$ cat config.mk
export PLATFORM = sky130hd
export DESIGN_NAME = fetch_ctrl
export DESIGN_NICKNAME = d
export VERILOG_FILES = /design/src/rtl/fetch_pkg.sv /design/src/rtl/fetch_ctrl.sv
export SDC_FILE = /design/constraint.sdc
export NUM_CORES = 1
export LEC_CHECK = 0
export ABC_CLOCK_PERIOD_IN_PS = 2410
export CELL_PAD_IN_SITES_DETAIL_PLACEMENT = 1
export CELL_PAD_IN_SITES_GLOBAL_PLACEMENT = 2
export CORE_MARGIN = 2
export CORE_UTILIZATION = 26
export DETAILED_ROUTE_END_ITERATION = 16
export PLACE_DENSITY_LB_ADDON = 0.1
export SYNTH_ARGS = -nofsm -noshare
export SYNTH_HDL_FRONTEND = slang
export SYNTH_SLANG_ARGS = --single-unit
$ cat constraint.sdc
create_clock -name clk -period 2.41 [get_ports clk]
set_clock_uncertainty 0.15 [all_clocks]
set_input_delay 0.6025 -clock clk [delete_from_list [all_inputs] [get_ports clk]]
set_output_delay 0.6025 -clock clk [all_outputs]
set_load 0.05 [all_outputs]
$ cat src/rtl/fetch_pkg.sv
// Shared types and defaults for the instruction-fetch sequencer.
package fetch_pkg;

  localparam int AW_DEF = 8;
  localparam int DW_DEF = 8;
  localparam int CNT_W  = 4;

  typedef enum logic [1:0] {
    IDLE = 2'd0,
    RD   = 2'd1,
    VLD  = 2'd2,
    HALT = 2'd3
  } fetch_state_e;

endpackage

$ cat src/rtl/fetch_ctrl.sv
// Instruction-fetch sequencer: owns pc, runs ROM read timing, hands bytes to the decoder.
// Optional bounds checking against PROG_LAST is enabled with `define FETCH_BOUNDS_EN.
module fetch_ctrl
  import fetch_pkg::*;
#(
  parameter int              AW        = AW_DEF,
  parameter int              DW        = DW_DEF,
  parameter int              WAIT_CYC  = 0,
  parameter logic [AW-1:0]   RESET_PC  = 8'h00,
  parameter logic [AW-1:0]   PROG_LAST = 8'h0D
) (
  input  logic          clk,
  input  logic          rst,
  input  logic          start,
  input  logic          halt,
  input  logic          jmp_en,
  input  logic [AW-1:0] jmp_adrs,
  output logic [AW-1:0] adrs,
  output logic          rd,
  input  logic [DW-1:0] din,
  output logic [DW-1:0] ir,
  output logic [AW-1:0] ir_adrs,
  output logic          ir_valid,
  input  logic          ir_ready,
  output logic          busy,
  output logic          fault
);

  localparam logic [CNT_W-1:0] WAIT_LD = CNT_W'(WAIT_CYC);
  localparam logic [CNT_W-1:0] CNT_ONE = {{(CNT_W-1){1'b0}}, 1'b1};
  localparam logic [AW-1:0]    PC_ONE  = {{(AW-1){1'b0}}, 1'b1};

  fetch_state_e     state_r, state_d;
  logic [AW-1:0]    pc_r, pc_d;
  logic [CNT_W-1:0] cnt_r, cnt_d;
  logic [DW-1:0]    ir_r, ir_d;
  logic [AW-1:0]    ir_adrs_r, ir_adrs_d;
  logic             halt_req_r, halt_req_d;
  logic             fault_r, fault_d;
  logic             rd_r, busy_r, ir_valid_r;
  logic             oob_cur_s, oob_nxt_s;

`ifdef FETCH_BOUNDS_EN
  assign oob_cur_s = (pc_r > PROG_LAST);
  assign oob_nxt_s = (pc_d > PROG_LAST);
`else
  logic unused_prog_last_s;
  assign unused_prog_last_s = ^PROG_LAST;
  assign oob_cur_s = 1'b0;
  assign oob_nxt_s = 1'b0;
`endif

  // Next-state, pc, counter and capture logic.
  always_comb begin
    state_d    = state_r;
    pc_d       = pc_r;
    cnt_d      = cnt_r;
    ir_d       = ir_r;
    ir_adrs_d  = ir_adrs_r;
    halt_req_d = halt_req_r;
    fault_d    = fault_r;
    case (state_r)
      IDLE, HALT: begin
        if (jmp_en) begin
          pc_d = jmp_adrs;
        end else begin
          pc_d = pc_r;
        end
        if (start) begin
          state_d    = RD;
          cnt_d      = WAIT_LD;
          halt_req_d = 1'b0;
          fault_d    = 1'b0;
        end else begin
          state_d = state_r;
        end
      end
      RD: begin
        if (halt) begin
          halt_req_d = 1'b1;
        end else begin
          halt_req_d = halt_req_r;
        end
        // A jump restarts the read; an out-of-range pc never reaches the ROM.
        if (jmp_en) begin
          pc_d  = jmp_adrs;
          cnt_d = WAIT_LD;
        end else if (oob_cur_s) begin
          fault_d = 1'b1;
          state_d = HALT;
        end else if (cnt_r != {CNT_W{1'b0}}) begin
          cnt_d = cnt_r - CNT_ONE;
        end else begin
          ir_d      = din;
          ir_adrs_d = pc_r;
          pc_d      = pc_r + PC_ONE;
          state_d   = VLD;
        end
      end
      VLD: begin
        if (halt) begin
          halt_req_d = 1'b1;
        end else begin
          halt_req_d = halt_req_r;
        end
        if (jmp_en) begin
          pc_d    = jmp_adrs;
          cnt_d   = WAIT_LD;
          state_d = RD;
        end else if (ir_ready) begin
          if (halt_req_r || halt) begin
            state_d = HALT;
          end else begin
            state_d = RD;
            cnt_d   = WAIT_LD;
          end
        end else begin
          state_d = VLD;
        end
      end
      default: begin
        state_d = IDLE;
      end
    endcase
  end

  // State, datapath and registered output flags.
  always_ff @(posedge clk) begin
    if (rst) begin
      state_r    <= IDLE;
      pc_r       <= RESET_PC;
      cnt_r      <= {CNT_W{1'b0}};
      ir_r       <= {DW{1'b0}};
      ir_adrs_r  <= {AW{1'b0}};
      halt_req_r <= 1'b0;
      fault_r    <= 1'b0;
      rd_r       <= 1'b0;
      busy_r     <= 1'b0;
      ir_valid_r <= 1'b0;
    end else begin
      state_r    <= state_d;
      pc_r       <= pc_d;
      cnt_r      <= cnt_d;
      ir_r       <= ir_d;
      ir_adrs_r  <= ir_adrs_d;
      halt_req_r <= halt_req_d;
      fault_r    <= fault_d;
      rd_r       <= (state_d == RD) && !oob_nxt_s;
      busy_r     <= (state_d == RD) || (state_d == VLD);
      ir_valid_r <= (state_d == VLD);
    end
  end

  assign adrs     = pc_r;
  assign rd       = rd_r;
  assign ir       = ir_r;
  assign ir_adrs  = ir_adrs_r;
  assign ir_valid = ir_valid_r;
  assign busy     = busy_r;
  assign fault    = fault_r;

endmodule

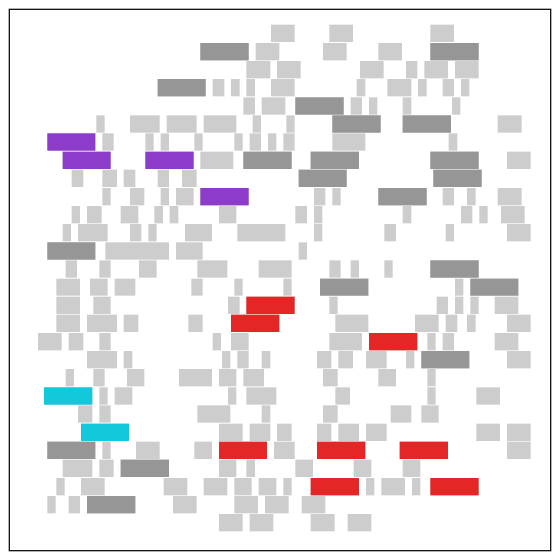
*Sequential cells grouped by signal name, run 1*
- adrs: red (placed flops 8)
- state_r: cyan (placed flops 2)
- cnt_r: purple (placed flops 4; where north-west)
utilization after layout: 37.87%
flop share of the area: 30.91%
power attributed to sequential cells: 715 uW

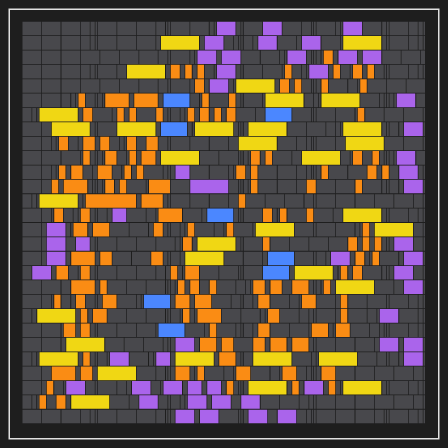
*Cell classes on the final placement, run 1*
Fill, decap, tap and diode cells in grey.
- other buffers and delay cells: purple (cells 53; share of their area 25%)
- clock drivers and dummy loads: blue (cells 8; share of their area 5.2%)
- combinational and other logic: orange (cells 138; share of their area 38%)
- flops: yellow (cells 34; share of their area 32%)
final design area excluding fillers: 0.002202 mm^2
standard cell core area: 0.005816 mm^2
site row count: 28

==> run_summary.xml, run 1 <==
<?xml version="1.0" encoding="UTF-8"?>
<metrics>
  <group name="logic_synthesis">
    <metric name="netlist-cell-type-count" unit="">32</metric>
    <metric name="seq_area_frac_synth" unit="%">44.12</metric>
    <metric name="avgSynthCellArea" unit="um^2">8.430</metric>
    <metric name="synth_nets" unit="">211</metric>
    <metric name="ys_chip_area" unit="mm^2">0.001543</metric>
  </group>
  <group name="final_timing">
    <metric name="worst_hold_margin" unit="ps">309.0</metric>
    <metric name="max_freq" unit="MHz">428.6</metric>
    <metric name="rsz0062_at_grt" unit="">false</metric>
    <metric name="setup-tns-final" unit="ps">0</metric>
    <metric name="min_period_over_period" unit="%">96.81</metric>
    <metric name="max_slew.worst_pin.slew" unit="ps">589.7</metric>
  </group>
  <group name="layout">
    <metric name="layout.area.seq" unit="um^2">680.7</metric>
    <metric name="final.signal_buffer_count" unit="">53</metric>
    <metric name="buf_share" unit="%">23.86</metric>
    <metric name="flop-count" unit="">34</metric>
    <metric name="finish.net_count" unit="">260</metric>
    <metric name="syn_to_final_growth" unit="%">42.74</metric>
  </group>
  <group name="floorplan">
    <metric name="dieHeight" unit="um">81.03</metric>
    <metric name="die-width" unit="um">81.03</metric>
    <metric name="io-pin-count" unit="">50</metric>
  </group>
  <group name="flow_run">
    <metric name="openroad.warnings" unit="">28</metric>
    <metric name="max-cap-violations" unit="">0</metric>
  </group>
  <group name="detailed_routing">
    <metric name="drt.antenna.violating_nets" unit="">0</metric>
    <metric name="via_count" unit="">1414</metric>
  </group>
  <group name="run_status">
    <metric name="outcome" unit="">finished, final reports clean</metric>
  </group>
  <group name="global_routing">
    <metric name="grt_antenna_before_repair" unit="">0</metric>
    <metric name="grt_max_degree" unit="">25</metric>
  </group>
  <group name="worst_setup_path">
    <metric name="critical_path_peak_fanout" unit="">6</metric>
  </group>
</metrics>
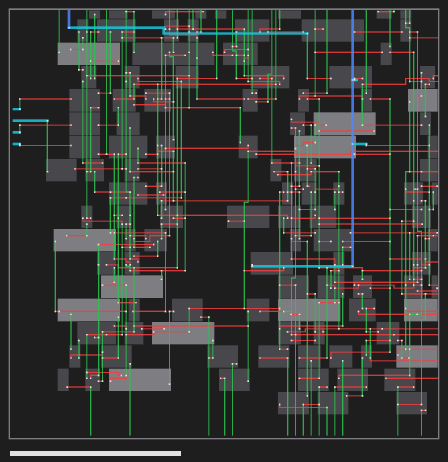
*Zoomed window, run 1*
Scale bar: 20 um. Region (0, 0) to (50, 50) um. Cells in grey, sequential cells in the stronger grey; small squares are vias.
- metal 3: cyan
- metal 4: blue
- metal 1: red
- metal 2: green
- cells with their middle in the window: 98
- sequential cells in the window: 11
- most frequent: clkdlybuf4s50_1 (16), dfxtp_1 (11), nand2_1 (10)
- netlist names of flops here include: adrs (5), state_r (2)

-- run 1: per-stage QoR --
stage               util [%]  power, mW
floorplan                  -      1.316
global placement       35.97      1.541
detailed placement     35.97      1.573
CTS                    37.87      2.078
global route           37.87      2.190
finish                 37.87      2.043
-- run 1: power by group --
part	internal (mW)	switching, mW	total [mW]
sequential	0.648	0.0669	0.715
combinational	0.314	0.521	0.835
clock	0.289	0.204	0.493
total	1.25	0.792	2.04
-- run 1: routing by layer --
metal	GRT usage, %	vias to the layer above	wire length [um]
met4	5.593	0	63
met3	3.778	6	137
met2	26.45	24	2268
li1	-	715	-
met5	0	-	0
met1	15.52	669	1864
-- run 1: state kept, by name, indices dropped and copies added (netlist names) --
| register | count |
|---|---|
| ir_adrs | 8 |
| busy | 1 |
| state_r | 2 |
| cnt_r | 4 |
| ir_valid | 1 |
| rd | 1 |
| adrs | 8 |
| ir | 8 |
| halt_req_r | 1 |
-- run 1: placed cells by master, fill, tap and decap left out, drive strengths merged --
master         instances
clkdlybuf4s50         46
nand2                 41
dfxtp                 34
a21oi                 23
nor2                  13
clkbuf                 8
xor2                   7
buf                    7
inv                    6
a211oi                 6
ha                     6
o21ai                  5
nand4                  5
nor2b                  4
o211ai                 3
nand2b                 2
or3                    2
and3                   2
nor3                   2
o221ai                 2
or3b                   1
or2b                   1
nor3b                  1
or2                    1
and4bb                 1
or4                    1
nand3b                 1
o31ai                  1
conb                   1
-- run 1: worst paths after layout --
check | from | end | slack (ps) | cells past startpoint
setup reg to reg | state_r[1] | ir_adrs[0] | 270 | 6
hold reg to reg | ir[3] | ir[3] | 310 | 2
hold / removal | ir[3] | ir[3] | 310 | 2
setup / recovery | adrs[2] | adrs[2] | 80 | 1
-- run 1: synthesized netlist by cell type (2+ instances only) --
| cell | number |
|---|---|
| sky130_fd_sc_hd__nand4_1 | 5 |
| sky130_fd_sc_hd__or3_1 | 2 |
| sky130_fd_sc_hd__a211oi_1 | 6 |
| sky130_fd_sc_hd__buf_6 | 3 |
| sky130_fd_sc_hd__clkbuf_1 | 5 |
| sky130_fd_sc_hd__dfxtp_1 | 34 |
| sky130_fd_sc_hd__o21ai_0 | 5 |
| sky130_fd_sc_hd__inv_1 | 6 |
| sky130_fd_sc_hd__buf_2 | 2 |
| sky130_fd_sc_hd__xor2_1 | 7 |
| sky130_fd_sc_hd__a21oi_1 | 23 |
| sky130_fd_sc_hd__o211ai_1 | 3 |
| sky130_fd_sc_hd__nand2b_1 | 2 |
| sky130_fd_sc_hd__nor3_1 | 2 |
| sky130_fd_sc_hd__ha_1 | 6 |
| sky130_fd_sc_hd__and3_1 | 2 |
| sky130_fd_sc_hd__nand2_1 | 41 |
| sky130_fd_sc_hd__nor2b_1 | 4 |
| sky130_fd_sc_hd__nor2_1 | 12 |
-- run 1: cells by family (layout without fill, tap and decap cells) --
group | after synthesis | count (layout) | synth area share (%)
AOI/OAI and AO/OA | 40 | 40 | 16.22
other | 1 | 1 | 0.2431
DFF | 34 | 34 | 44.12
adders and majority gates | 6 | 6 | 4.866
xor gates and xnor gates | 7 | 7 | 3.974
and+or+nand+nor | 78 | 78 | 24.57
buffers and inverters | 17 | 67 | 6.002
### Cell outlines without signal wires, run 1

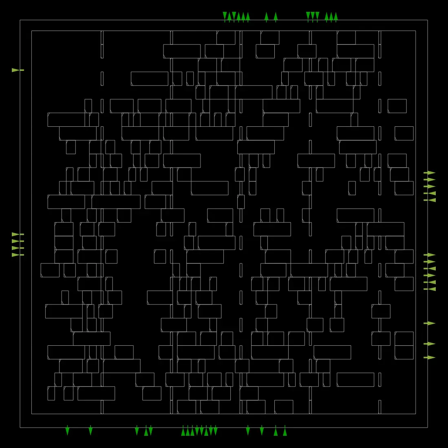

==> inputs of run 2 (changes only) <==
--- a/config.mk
+++ b/config.mk
@@ -5,11 +5,12 @@
 export SDC_FILE = /design/constraint.sdc
 export NUM_CORES = 1
 export LEC_CHECK = 0
+export ABC_AREA = 1
 export ABC_CLOCK_PERIOD_IN_PS = 2410
 export CELL_PAD_IN_SITES_DETAIL_PLACEMENT = 1
 export CELL_PAD_IN_SITES_GLOBAL_PLACEMENT = 2
 export CORE_MARGIN = 2
-export CORE_UTILIZATION = 26
+export CORE_UTILIZATION = 25
 export DETAILED_ROUTE_END_ITERATION = 16
 export PLACE_DENSITY_LB_ADDON = 0.1
 export SYNTH_ARGS = -nofsm -noshare
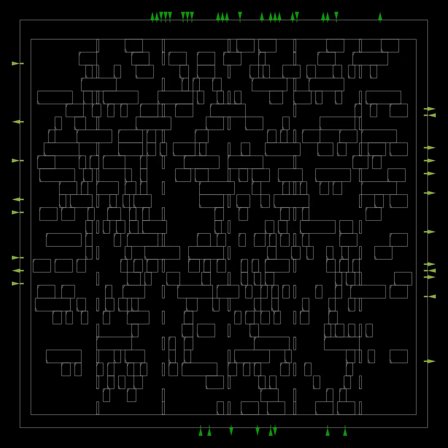
*Cell outlines without signal wires, run 2*
flop share of the area: 29.11%
Final Non-Filler Cells: 364
standard cell core area: 0.006386 mm^2
site row count: 29

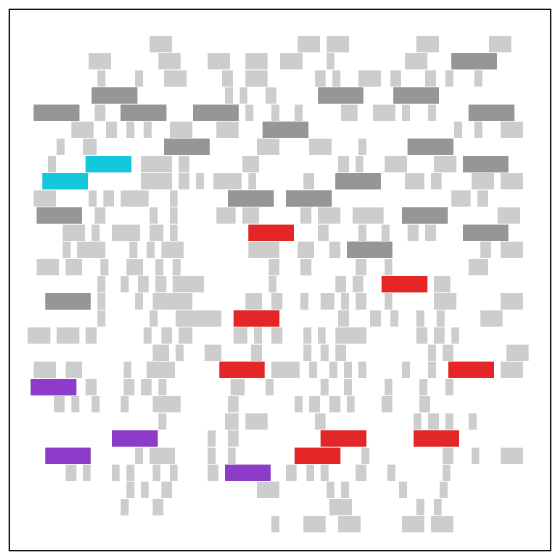
*Sequential cells grouped by signal name, run 2*
- adrs: red (placed flops 8)
- state_r: cyan (placed flops 2)
- cnt_r: purple (placed flops 4; where south-west)
- not coloured: 20
register cell area after layout: 680.7 um^2
utilization after layout: 36.62%
power attributed to sequential cells: 827 uW

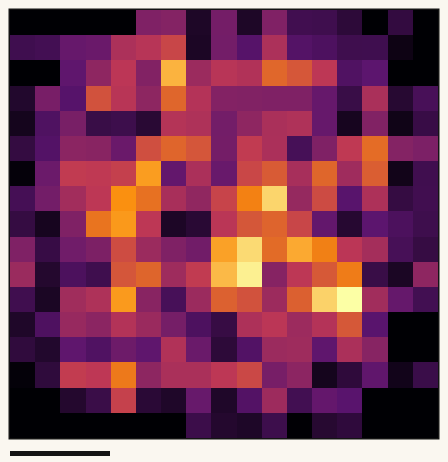
*Signal metal coverage by tile, run 2*
Scale bar: 20 um. 17 x 17 tiles, from black (low) to pale yellow (high), scaled to the fullest tile. Values are wire area over tile area, all layers added.
- densest ninth of the die: centre
- mean over tiles: 0.10
- tiles over half the peak: 19%
- nearly empty tiles: 12%
- fullest tile: 0.32
global-route total usage across every layer: 14.21%
routed length per instance: 13.37 um

==> run_summary.xml, run 2 <==
<?xml version="1.0" encoding="UTF-8"?>
<metrics>
  <group name="run_status">
    <metric name="outcome" unit="">finished, final reports clean</metric>
  </group>
  <group name="final_timing">
    <metric name="min_period_over_period" unit="%">95.26</metric>
    <metric name="worst_hold_margin" unit="ps">336.1</metric>
    <metric name="rsz0062_at_grt" unit="">false</metric>
    <metric name="max_slew.worst_pin.slew" unit="ps">539.6</metric>
  </group>
  <group name="floorplan">
    <metric name="io-pin-count" unit="">50</metric>
    <metric name="die-width" unit="um">85.65</metric>
    <metric name="dieHeight" unit="um">85.65</metric>
  </group>
  <group name="power_and_ir_drop">
    <metric name="comb_power_share" unit="%">55.5</metric>
    <metric name="design_power_total" unit="mW">2.871</metric>
    <metric name="power.clock.fraction" unit="%">15.7</metric>
    <metric name="switchingPower" unit="mW">1.362</metric>
    <metric name="power.share.sequential" unit="%">28.8</metric>
    <metric name="power_switching_share" unit="%">47.43</metric>
  </group>
  <group name="worst_setup_path">
    <metric name="worst_r2r_path_depth" unit="">9</metric>
    <metric name="worst_setup_path_startpoint" unit="">adrs[3]</metric>
    <metric name="rr_startpoint" unit="">state_r[1]</metric>
    <metric name="worstSetupPathDepth" unit="">1</metric>
    <metric name="critical_path_peak_fanout" unit="">6</metric>
  </group>
  <group name="logic_synthesis">
    <metric name="netlist-cell-type-count" unit="">30</metric>
    <metric name="synth_nets" unit="">259</metric>
    <metric name="mux_area_share" unit="%">0</metric>
    <metric name="yosys.cell_count.top_type" unit="">sky130_fd_sc_hd__nor2_1</metric>
    <metric name="synth.cellmix.xorXnorShare" unit="%">0</metric>
    <metric name="post_synth_main_logic_family" unit="">simple AND/OR/NAND/NOR gates</metric>
    <metric name="post_synth_ao_oa_area_fraction" unit="%">15.24</metric>
    <metric name="common_cells" unit="">47 x sky130_fd_sc_hd__nor2_1, 37 x sky130_fd_sc_hd__nand2_1, 34 x sky130_fd_sc_hd__dfxtp_1, 24 x sky130_fd_sc_hd__o21ai_0, 20 x sky130_fd_sc_hd__inv_1</metric>
    <metric name="avgSynthCellArea" unit="um^2">7.215</metric>
    <metric name="post_synth_fa_ha_maj_area_fraction" unit="%">4.505</metric>
  </group>
  <group name="global_routing">
    <metric name="grt_antenna_before_repair" unit="">0</metric>
    <metric name="grt_max_degree" unit="">23</metric>
  </group>
  <group name="layout">
    <metric name="fin_area" unit="mm^2">0.002338</metric>
    <metric name="syn_to_final_growth" unit="%">40.32</metric>
    <metric name="layout.cells.most_common_list" unit="">47 x sky130_fd_sc_hd__nor2_1, 47 x sky130_fd_sc_hd__clkdlybuf4s50_1, 37 x sky130_fd_sc_hd__nand2_1, 34 x sky130_fd_sc_hd__dfxtp_1, 24 x sky130_fd_sc_hd__o21ai_0</metric>
  </group>
  <group name="hold_path">
    <metric name="min_from" unit="">cnt_r[0]</metric>
    <metric name="min_delay_path_depth" unit="">2</metric>
  </group>
  <group name="flow_run">
    <metric name="max-cap-violations" unit="">0</metric>
    <metric name="openroad.warnings" unit="">28</metric>
  </group>
  <group name="detailed_routing">
    <metric name="drt.antenna.violating_nets" unit="">0</metric>
  </group>
</metrics>
## run 2: netlist changes by cell type in the layout (fill, tap and decap cells not counted), moves of 6 or more
cell                       delta
sky130_fd_sc_hd__o21ai_0     +19
sky130_fd_sc_hd__nand3_1     +16
sky130_fd_sc_hd__a21oi_1     -11
sky130_fd_sc_hd__a211oi_1     -6
sky130_fd_sc_hd__nor2_1      +35
sky130_fd_sc_hd__inv_1       +14
sky130_fd_sc_hd__xor2_1       -7
## run 2: final timing paths
path / slack [ps] / end
hold / removal: 340 / cnt_r[0]
setup / recovery: 110 / adrs[3]
hold reg to reg: 340 / cnt_r[0]
setup reg to reg: 630 / busy
## run 2: per-layer routing
| layer | GRT usage (%) | wire (um) | up-vias |
|---|---|---|---|
| met5 | 0 | 0 | - |
| met4 | 4.329 | 44 | 0 |
| met3 | 2.791 | 178 | 5 |
| met2 | 23.08 | 2277 | 32 |
| met1 | 19.07 | 2367 | 751 |
| li1 | - | - | 852 |
## run 2: layout make-up
type / count / area [um^2] / share of cell area, %
clock inverter: 2 / 12.51 / 0.5350
timing repair buffer: 56 / 538.0 / 23.01
inverter: 24 / 95.09 / 4.066
tap: 77 / 96.34 / 4.120
clock buffer: 6 / 82.58 / 3.531
multi-input combinational: 165 / 833.3 / 35.63
sequential: 34 / 680.7 / 29.11
## run 2: cell families (layout without fill, tap and decap cells)
logic type / after synthesis / after routing
AND-OR/OR-AND: 46 / 46
adder cells (fa/ha/maj): 6 / 6
buffers and inverters: 32 / 88
flip-flops: 34 / 34
other: 1 / 1
AND/OR/NAND/NOR: 112 / 112
## run 2: through the flow
stage,util (%),setup WS [ps]
2_1_floorplan,-,650.4
3_3_place_gp,35.13,164.2
3_5_place_dp,35.13,133.1
4_1_cts,36.62,89.42
5_1_grt,36.62,31.49
6_report,36.62,114.1
## run 2: power by group through the flow
stage	Combinational [mW]	Clock (mW)	Sequential, mW
2_1_floorplan	0.717	0	1.25
3_3_place_gp	1.61	0	0.844
3_5_place_dp	1.61	0	0.843
4_1_cts	1.62	0.478	0.832
5_1_grt	1.78	0.500	0.853
6_report	1.59	0.451	0.827
### Cell classes on the final placement, run 2

Fill, decap, tap and diode cells in grey.
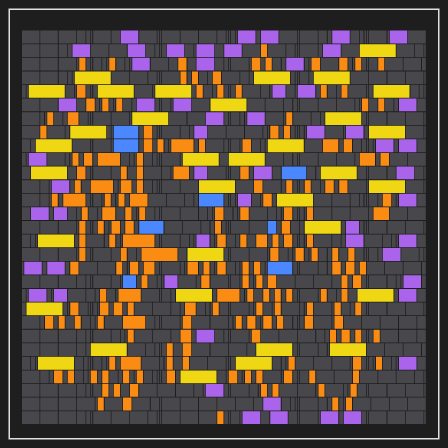

==> inputs of run 3 (changes only) <==
--- a/config.mk
+++ b/config.mk
@@ -5,12 +5,12 @@
 export SDC_FILE = /design/constraint.sdc
 export NUM_CORES = 1
 export LEC_CHECK = 0
-export ABC_AREA = 1
+export ABC_AREA = 0
 export ABC_CLOCK_PERIOD_IN_PS = 2410
 export CELL_PAD_IN_SITES_DETAIL_PLACEMENT = 1
 export CELL_PAD_IN_SITES_GLOBAL_PLACEMENT = 2
 export CORE_MARGIN = 2
-export CORE_UTILIZATION = 25
+export CORE_UTILIZATION = 26
 export DETAILED_ROUTE_END_ITERATION = 16
 export PLACE_DENSITY_LB_ADDON = 0.1
 export SYNTH_ARGS = -nofsm -noshare
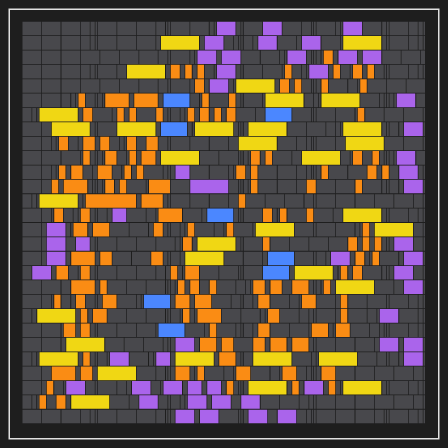
*Cell classes on the final placement, run 3*
Fill, decap, tap and diode cells in grey.
- clock drivers and dummy loads: blue (cells 8; share of their area 5.2%)
- combinational and other logic: orange (cells 138; share of their area 38%)
- other buffers and delay cells: purple (cells 53; share of their area 25%)
- flops: yellow (cells 34; share of their area 32%)
flop share of the area: 30.91%
utilization after layout: 37.87%
standard cell core area: 0.005816 mm^2
site row count: 28

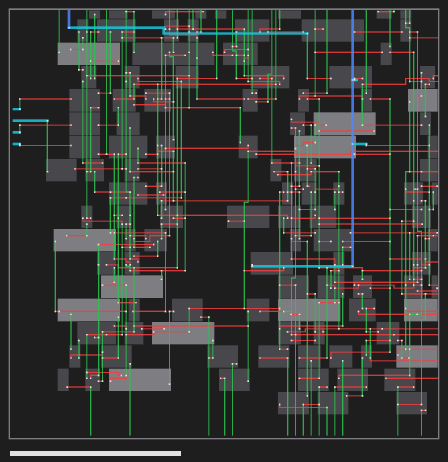
*Zoomed window, run 3*
Scale bar: 20 um. Region (0, 0) to (50, 50) um. Cells in grey, sequential cells in the stronger grey; small squares are vias.
- metal 1: red
- metal 4: blue
- metal 3: cyan
- metal 2: green
- sequential cells in the window: 11
- cells with their middle in the window: 98
- most frequent: clkdlybuf4s50_1 (16), dfxtp_1 (11), nand2_1 (10)
- netlist names of flops here include: adrs (5), state_r (2)

==> run_summary.xml, run 3 <==
<?xml version="1.0" encoding="UTF-8"?>
<metrics>
  <group name="layout">
    <metric name="syn_to_final_growth" unit="%">42.74</metric>
    <metric name="layout.cells.most_common_list" unit="">46 x sky130_fd_sc_hd__clkdlybuf4s50_1, 41 x sky130_fd_sc_hd__nand2_1, 34 x sky130_fd_sc_hd__dfxtp_1, 23 x sky130_fd_sc_hd__a21oi_1, 12 x sky130_fd_sc_hd__nor2_1</metric>
    <metric name="fin_area" unit="mm^2">0.002202</metric>
  </group>
  <group name="logic_synthesis">
    <metric name="netlist-cell-type-count" unit="">32</metric>
    <metric name="avgSynthCellArea" unit="um^2">8.430</metric>
    <metric name="top_area_cell" unit="">sky130_fd_sc_hd__dfxtp_1</metric>
    <metric name="yosys.cell_count.top_type" unit="">sky130_fd_sc_hd__nand2_1</metric>
    <metric name="yosysWarningCount" unit="">0</metric>
    <metric name="postSynthRegisterBits" unit="">34</metric>
    <metric name="common_cells" unit="">41 x sky130_fd_sc_hd__nand2_1, 34 x sky130_fd_sc_hd__dfxtp_1, 23 x sky130_fd_sc_hd__a21oi_1, 12 x sky130_fd_sc_hd__nor2_1, 7 x sky130_fd_sc_hd__xor2_1</metric>
    <metric name="synth_nets" unit="">211</metric>
    <metric name="async_flop_share" unit="%">0</metric>
    <metric name="edf_count" unit="">0</metric>
  </group>
  <group name="detailed_routing">
    <metric name="avgRoutedWirePerCell" unit="um">14.07</metric>
    <metric name="drt.antenna.violating_nets" unit="">0</metric>
  </group>
  <group name="flow_run">
    <metric name="openroad.warnings" unit="">28</metric>
    <metric name="max-cap-violations" unit="">0</metric>
  </group>
  <group name="global_routing">
    <metric name="grt_antenna_before_repair" unit="">0</metric>
    <metric name="grt_max_degree" unit="">25</metric>
    <metric name="grt_use_total" unit="%">14.34</metric>
  </group>
  <group name="run_status">
    <metric name="outcome" unit="">finished, final reports clean</metric>
  </group>
  <group name="cts">
    <metric name="cts.root.buffer_cell" unit="">sky130_fd_sc_hd__clkbuf_8</metric>
    <metric name="cts.clk_slew.worst_paths" unit="ps">70</metric>
    <metric name="postCtsHoldBufs" unit="">0</metric>
  </group>
  <group name="final_timing">
    <metric name="worst_hold_margin" unit="ps">309.0</metric>
    <metric name="timing_max_transition_violations_final" unit="">0</metric>
    <metric name="rsz0062_at_grt" unit="">false</metric>
    <metric name="max_slew.worst_pin.slew" unit="ps">589.7</metric>
    <metric name="finalWorstPathRequiredPeriod" unit="ps">2333</metric>
    <metric name="finalSetupViolations" unit="">0</metric>
    <metric name="min_period_over_period" unit="%">96.81</metric>
    <metric name="setup_slack" unit="ps">76.92</metric>
  </group>
  <group name="floorplan">
    <metric name="initial_utilization" unit="%">26.53</metric>
    <metric name="io-pin-count" unit="">50</metric>
    <metric name="dieHeight" unit="um">81.03</metric>
    <metric name="die-width" unit="um">81.03</metric>
  </group>
  <group name="worst_setup_path">
    <metric name="critical_path_peak_fanout" unit="">6</metric>
    <metric name="crit_chain" unit="">clkdlybuf4s50_1</metric>
  </group>
  <group name="placed_design">
    <metric name="pre_cts_ws" unit="ps">-14.60</metric>
  </group>
</metrics>
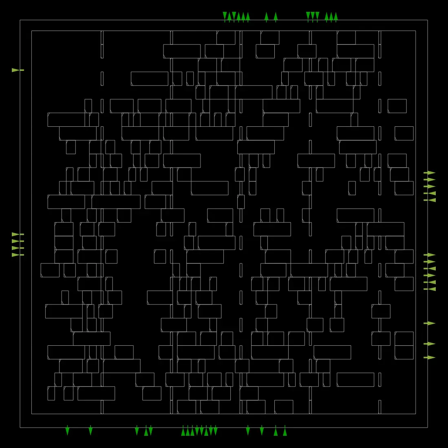
*Cell outlines without signal wires, run 3*
Final Non-Filler Cells: 308
registers: 34
layout filler cell count: 703

[run 3: cell count changes in the layout (fill, tap and decap cells not counted), moves of 4 or more]
cell and delta:
sky130_fd_sc_hd__inv_1 -14, sky130_fd_sc_hd__a21oi_1 +11, sky130_fd_sc_hd__o21ai_0 -19, sky130_fd_sc_hd__nand2_1 +4
sky130_fd_sc_hd__nand3_1 -16, sky130_fd_sc_hd__nand4_1 +4, sky130_fd_sc_hd__nor2_1 -35, sky130_fd_sc_hd__a211oi_1 +6
sky130_fd_sc_hd__nor2b_1 +4, sky130_fd_sc_hd__xor2_1 +7
[run 3: worst reg2reg max path, delay by kind of cell (launching register included)]
| kind | cells | cell delay, ps |
|---|---|---|
| compound gates | 1 | 160 |
| fa+ha+maj | 1 | 250 |
| flops | 1 | 390 |
| simple gates | 3 | 1030 |
| buf+inv | 1 | 90 |
[run 3: layout make-up]
cell class,instances,area (um^2)
clock buffer,8,110.1
fill,703,3613
inverter,6,22.52
multi-input combinational,132,769.5
sequential,34,680.7
tap,75,93.84
timing repair buffer,53,525.5
[run 3: final timing paths]
check               endpoint  cells after the start  startpoint  slack, ps
setup reg to reg  ir_adrs[0]                      6  state_r[1]        270
setup / recovery     adrs[2]                      1     adrs[2]         80
hold reg to reg        ir[3]                      2       ir[3]        310
hold / removal         ir[3]                      2       ir[3]        310
[run 3: per-stage QoR]
stage,power (mW),util (%)
floorplan,1.316,-
global placement,1.541,35.97
detailed placement,1.573,35.97
CTS,2.078,37.87
global route,2.190,37.87
finish,2.043,37.87
[run 3: per-layer routing]
metal / up-vias / part of all wire, % / GRT usage (%) / routed length (um)
met5: - / 0 / 0 / 0
met4: 0 / 1.5 / 5.593 / 63
met3: 6 / 3.2 / 3.778 / 137
met2: 24 / 52 / 26.45 / 2268
met1: 669 / 43 / 15.52 / 1864
li1: 715 / - / - / -
[run 3: cells by family (layout without fill, tap and decap cells)]
logic type,after synthesis,in the layout,synth area share (%)
flip-flops,34,34,44.12
other,1,1,0.2431
adder cells (fa/ha/maj),6,6,4.866
XOR/XNOR,7,7,3.974
buffers and inverters,17,67,6.002
AND/OR/NAND/NOR,78,78,24.57
AND-OR/OR-AND,40,40,16.22
[run 3: where the power goes]
part	internal, mW	switching (mW)
Sequential	0.648	0.0669
Clock	0.289	0.204
Combinational	0.314	0.521
Total	1.25	0.792
Power figures rest on the tool's default switching activity, not on a simulated workload.
